==> images/met1.png <==
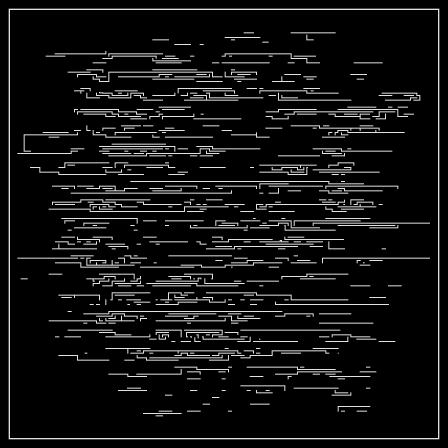
==> images/met2.png <==
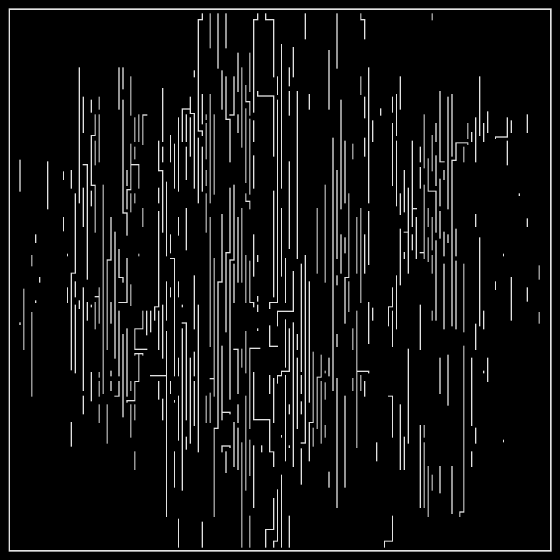
==> images/met3.png <==
Scale bar: 20 um.
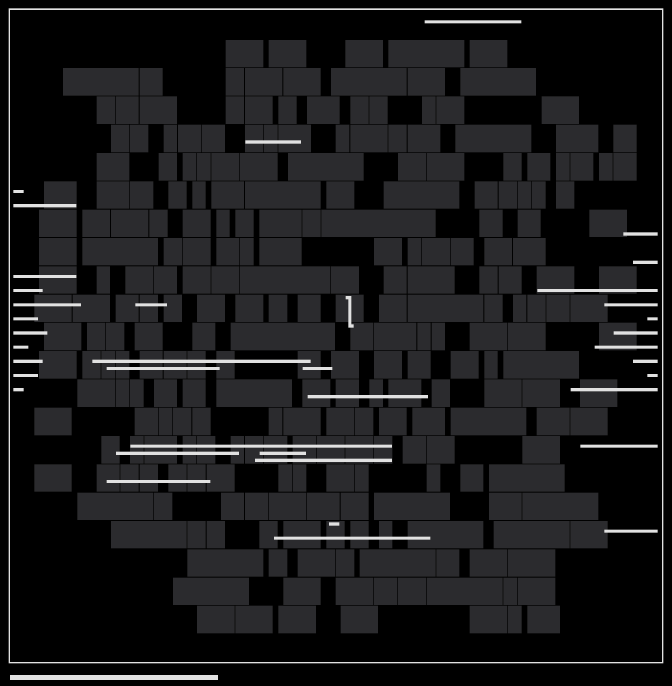
==> images/registers.png <==
Scale bar: 20 um. Other sequential cells in the stronger grey, the rest of the logic in the fainter grey.
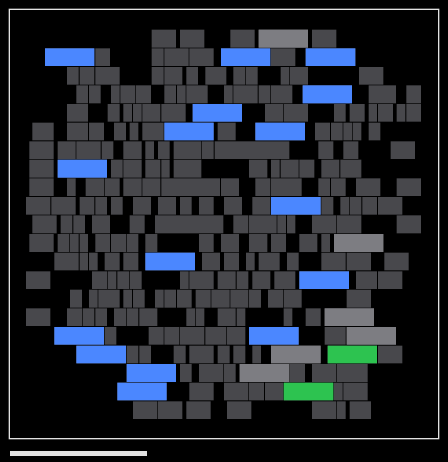
==> images/final_congestion.png <==
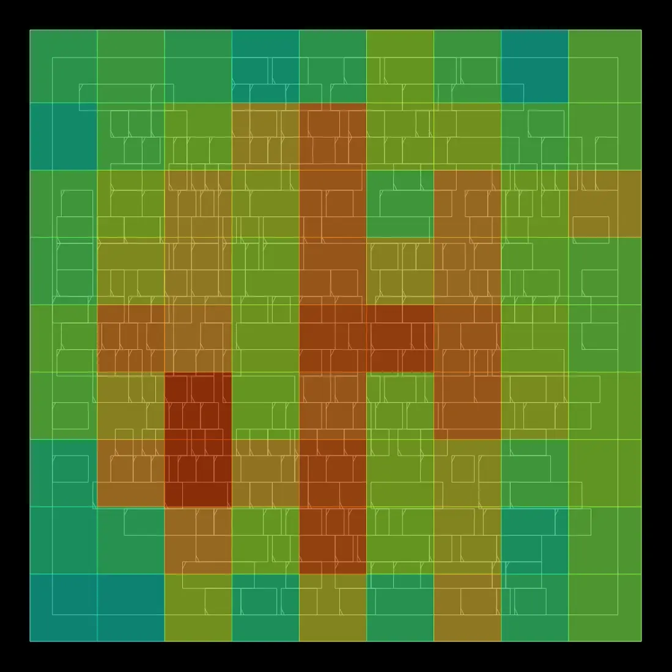
File: config.mk
export PLATFORM = sky130hd
export DESIGN_NAME = slow_tick_bcd_counter
export DESIGN_NICKNAME = d
export VERILOG_FILES = /design/src/rtl/slow_tick_bcd_counter.sv
export SDC_FILE = /design/constraint.sdc
export NUM_CORES = 1
export LEC_CHECK = 0
export CAP_MARGIN = 15
export CORE_MARGIN = 2
export CORE_UTILIZATION = 49
export CTS_CLUSTER_DIAMETER = 50
export DETAILED_ROUTE_END_ITERATION = 7
export PLACE_DENSITY = 0.82
export SYNTH_ARGS = -nofsm -noshare
export SYNTH_HDL_FRONTEND = slang
export SYNTH_SLANG_ARGS = --single-unit
File: constraint.sdc
create_clock -name clk_i -period 2.8 [get_ports clk_i]
set_input_delay 0.84 -clock clk_i [delete_from_list [all_inputs] [get_ports clk_i]]
set_output_delay 0.84 -clock clk_i [all_outputs]
set_load 0.01 [all_outputs]
File: src/rtl/slow_tick_bcd_counter.sv
// slow_tick_bcd_counter
// Turns the slow square wave from the clock divider into count ticks and
// drives a DIGITS-wide BCD up/down counter for the display.
// slow_clk_i is treated purely as data: it passes through a three-flop
// synchroniser into the clk_i domain and is then edge-detected.
//
// Ports:
//   clk_i       system clock (100 MHz)
//   rst_i       synchronous, active-high reset (highest priority)
//   slow_clk_i  slow square wave, asynchronous to clk_i
//   run_i       1 = accepted ticks advance the counter
//   up_i        1 = count up, 0 = count down (sampled on the tick cycle)
//   load_i      one-cycle pulse, loads load_val_i if every digit is <= 9
//   load_val_i  BCD load value, digit i at bits [4i+3:4i]
//   clear_i     one-cycle pulse, forces the count to zero
//   bcd_o       registered BCD count
//   tick_o      one-cycle pulse per accepted slow_clk_i edge
//   wrap_o      one-cycle pulse on full-range wrap (max->0 up, 0->max down)
//   load_err_o  one-cycle pulse when a load carried a non-BCD digit
module slow_tick_bcd_counter #(
    parameter int DIGITS     = 4,
    parameter bit BOTH_EDGES = 1'b0
) (
    input  logic                  clk_i,
    input  logic                  rst_i,
    input  logic                  slow_clk_i,
    input  logic                  run_i,
    input  logic                  up_i,
    input  logic                  load_i,
    input  logic [4*DIGITS-1:0]   load_val_i,
    input  logic                  clear_i,
    output logic [4*DIGITS-1:0]   bcd_o,
    output logic                  tick_o,
    output logic                  wrap_o,
    output logic                  load_err_o
);

    localparam int W = 4 * DIGITS;

    // True when every nibble of v is a legal BCD digit.
    function automatic logic bcd_is_valid(input logic [W-1:0] v);
        logic ok;
        ok = 1'b1;
        for (int i = 0; i < DIGITS; i++) begin
            ok = ok & (v[4*i +: 4] <= 4'd9);
        end
        return ok;
    endfunction

    // One BCD step up or down with ripple carry/borrow. The MSB of the
    // result is the carry/borrow out of the top digit, i.e. a full wrap.
    function automatic logic [W:0] bcd_step(input logic [W-1:0] v, input logic up);
        logic [W-1:0] r;
        logic         c;
        logic [3:0]   d;
        r = v;
        c = 1'b1;
        for (int i = 0; i < DIGITS; i++) begin
            d = v[4*i +: 4];
            if (c) begin
                if (up) begin
                    if (d == 4'd9) begin
                        r[4*i +: 4] = 4'd0;
                        c           = 1'b1;
                    end else begin
                        r[4*i +: 4] = d + 4'd1;
                        c           = 1'b0;
                    end
                end else begin
                    if (d == 4'd0) begin
                        r[4*i +: 4] = 4'd9;
                        c           = 1'b1;
                    end else begin
                        r[4*i +: 4] = d - 4'd1;
                        c           = 1'b0;
                    end
                end
            end else begin
                r[4*i +: 4] = d;
            end
        end
        return {c, r};
    endfunction

    logic         s1_r, s2_r, s3_r;
    logic [1:0]   arm_cnt_r;
    logic [W-1:0] bcd_r;
    logic         tick_r, wrap_r, load_err_r;

    logic         edge_s, armed_s, tick_s;
    logic [W:0]   step_s;
    logic [W-1:0] bcd_next_s;
    logic         wrap_next_s, err_next_s;

    // Edge detection on the synchronised wave, masked until armed so a
    // wave already high at reset release is not mistaken for an edge.
    always_comb begin
        edge_s  = 1'b0;
        armed_s = (arm_cnt_r == 2'd3);
        if (BOTH_EDGES) begin
            edge_s = s2_r ^ s3_r;
        end else begin
            edge_s = s2_r & ~s3_r;
        end
        tick_s = edge_s & armed_s;
    end

    // Next count: clear beats a valid load, which beats counting. A
    // rejected load still lets a coincident tick count.
    always_comb begin
        bcd_next_s  = bcd_r;
        wrap_next_s = 1'b0;
        err_next_s  = 1'b0;
        step_s      = bcd_step(bcd_r, up_i);
        if (clear_i) begin
            bcd_next_s = {W{1'b0}};
        end else if (load_i && bcd_is_valid(load_val_i)) begin
            bcd_next_s = load_val_i;
        end else begin
            err_next_s = load_i;
            if (tick_s && run_i) begin
                bcd_next_s  = step_s[W-1:0];
                wrap_next_s = step_s[W];
            end else begin
                bcd_next_s = bcd_r;
            end
        end
    end

    // Synchroniser, arm counter and registered outputs.
    always_ff @(posedge clk_i) begin
        if (rst_i) begin
            s1_r       <= 1'b0;
            s2_r       <= 1'b0;
            s3_r       <= 1'b0;
            arm_cnt_r  <= 2'd0;
            bcd_r      <= {W{1'b0}};
            tick_r     <= 1'b0;
            wrap_r     <= 1'b0;
            load_err_r <= 1'b0;
        end else begin
            s1_r       <= slow_clk_i;
            s2_r       <= s1_r;
            s3_r       <= s2_r;
            if (arm_cnt_r != 2'd3) begin
                arm_cnt_r <= arm_cnt_r + 2'd1;
            end
            bcd_r      <= bcd_next_s;
            tick_r     <= tick_s;
            wrap_r     <= wrap_next_s;
            load_err_r <= err_next_s;
        end
    end

    assign bcd_o      = bcd_r;
    assign tick_o     = tick_r;
    assign wrap_o     = wrap_r;
    assign load_err_o = load_err_r;

endmodule

==> out/qor.csv <==
stage,metric,value,unit
synth,postSynthSeqShare,28.5,%
synth,yosys-top-cells-count,"25 x o21ai_0, 24 x dfxtp_1, 22 x nor2_1, 13 x a21oi_1",
hold_path,hp-start,s1_r$_SDFF_PP0_,
pwr,vdd_drop_max,232,uV
die,coreArea,3310,sq um
hold_path,holdPathStages,1,
clocking,cts.path.max_buffers,2,
sta,hold_ws,457,ps
sta,hold_viol,0,
worst_setup_path,critPathRequiredTime,3060,ps
worst_setup_path,r2r_start,arm_cnt_r[0]$_SDFFE_PP0P_,
sta,rsz0062_at_grt,no,
global_routing,grt_pass1_vias,1542,
die,initCoreUtil,50.9,%
place,place_area,2140,sq um
synth,async_flop_share,0,%
synth,synth_area_leader_cell,dfxtp_1,
layout,syn_to_final_growth,29.7,%
synth,yosysMostFrequentCell,o21ai_0,
die,rows,21,
clocking,clkTransAtPathRegs,140,ps
place,place_congestion,0.807,
pwr,total_leakage_power,0.000732,uW
sta,setup_viol,0,
route,drc,0,
clocking,cts_buffers,3,
sta,fin_crit_sh,90.0,%
synth,synthCells,213,
route,drt_first_iter_violations,109,
global_routing,grt_pass1_wl,7120,um
die,die-width,62.7,um
worst_setup_path,crit_path_start_kind,primary input,
layout,drive_gt1_share,11.4,%
pwr,power.density,352,nW/um^2
place,port_buffers,41,
run_status,outcome,"finished, final reports clean",
worst_setup_path,reg2regPathDepth,6,
sta,slew_headroom,69.0,%
synth,syn_nets,237,
synth,top_cells_by_area,"dfxtp_1 28%, o21ai_0 7.4%, nor2_1 4.9%",
global_routing,grt_overflow,0,
clocking,cts_tree,built,
synth,yosysWarnings,0,
clocking,h-tree-depth,1,
clocking,post_cts_buffers,0,
layout,antenna_cells,0,
global_routing,grt_max_degree,16,
die,die_area,3930,sq um
worst_setup_path,end_kind,flop,
die,io_pins,42,
sta,tightest_slew,465,ps
synth,yosysTopAreaCellShare,28.5,%
clocking,cts_hold_buf,0,
sta,slew_violations,0,
synth,synth_chip_area,1690,sq um
worst_setup_path,worstReg2RegEnd,bcd_o[14]$_SDFFE_PP0P_,
synth,synth.avg_cell_area,7.92,sq um
route,viasPerCell,5.64,
worst_setup_path,cp_data_arrival_time,2780,ps
worst_setup_path,crit_type,primary input to flop,
synth,ys_types,53,
worst_setup_path,r2r_setup_slack,640,ps
## Picture notes: met1.png
nets with wire on the layer	242
longest straight run	29.0 um
wire length on this layer	1940 um
main direction	horizontal
detailed-route via count: 1697
routed wire length: 4190 um
met1 global-route usage: 30.7%

## Picture notes: met2.png
nets with wire on the layer	225
share of all routed wire	47%
main direction	vertical
wire length on this layer	1970 um
longest straight run	29.2 um
GRT met2 Usage: 36.2%

## Picture notes: met3.png
longest straight run	24.8 um
nets with wire on the layer	35
main direction	horizontal
met3 usage: 2.16%

## Picture notes: registers.png
netlist name	colour	sequential cells
bcd_o	blue	16
arm_cnt_r	green	2
not coloured	6
Storage cell area: 480 sq um
Seq power: 370 uW
sequential share of cell area: 22.0%
Post-Route Utilization: 66.1%

## Picture notes: final_congestion.png
wire per inst: 13.9 um
global-route layer with the greatest usage: met2

[registers in the layout (all words and copies together), names as in the netlist]
name	flops
arm_cnt_r	2
tick_o	1
s3_r	1
s1_r	1
load_err_o	1
wrap_o	1
bcd_o	16
s2_r	1
[per-stage QoR]
stage	instances	total power (uW)	TNS (ps)	utilization [%]	setup slack (ps)
final	301	771	0	66.1	281
after global placement	297	517	-121	64.5	-54.4
after global routing	301	814	0	66.1	131
after floorplan	213	453	0	-	356
after detailed placement	297	519	-229	64.5	-53.9
after CTS	301	771	0	66.1	276
[how the worst max path moves through the flow]
stage	startpoint	endpoint	cells after the start
3_3_place_gp	up_i	bcd_o[14]$_SDFFE_PP0P_	6
2_1_floorplan	up_i	bcd_o[14]$_SDFFE_PP0P_	5
5_1_grt	up_i	bcd_o[15]$_SDFFE_PP0P_	8
3_5_place_dp	up_i	bcd_o[14]$_SDFFE_PP0P_	6
4_1_cts	up_i	bcd_o[14]$_SDFFE_PP0P_	6
6_report	up_i	bcd_o[14]$_SDFFE_PP0P_	6
[final cells by class]
type	instances	area [sq um]	share of cell area, %
Timing Repair Buffer	57	531	24.2
Multi-Input combinational cell	165	1050	47.9
Clock buffer	3	22.5	1.03
Sequential cell	24	480	22.0
Tap cell	46	57.6	2.63
Clock inverter	1	30.0	1.37
Inverter	5	18.8	0.858
[cell usage in the layout (no fill, tap or decap), types with 7 or more instances in the layout]
cell,netlist,routed
a21oi_1,13,13
buf_4,1,16
clkdlybuf4s50_1,0,41
dfxtp_1,24,24
nand2_1,9,9
nand3_1,7,7
nor2_1,22,22
o21ai_0,25,25
[power by group]
part | internal, uW | switching [uW]
clock network | 145 | 113
logic | 78.4 | 64.8
registers | 355 | 15.2
total | 578 | 193
[cells by family (layout without fill, tap and decap cells)]
group	after synthesis	count (layout)	share of synthesized area (%)
simple gates	82	82	27.5
compound gates	69	69	26.7
flops	24	24	28.5
buf+inv	24	66	9.35
xor+xnor	8	8	4.15
mux	5	5	3.04
fa+ha+maj	1	1	0.742
[worst max-delay path, stage by stage]
cell and delay (ps):
clkdlybuf4s50_1 440, or3_4 360, a2111oi_4 430, nand4b_4 150
or4_4 490, o211ai_2 70
[per-layer routing]
| metal | track usage [%] | vias up | part of all wire, % | wire [um] |
|---|---|---|---|---|
| li1 | - | 870 | - | - |
| met1 | 30.7 | 771 | 46 | 1940 |
| met2 | 36.2 | 52 | 47 | 1970 |
| met3 | 2.16 | 4 | 5.5 | 230 |
| met4 | 7.78 | 0 | 1.2 | 51 |
| met5 | 0 | - | 0 | 0 |
Power is estimated from default activity; no workload was simulated.
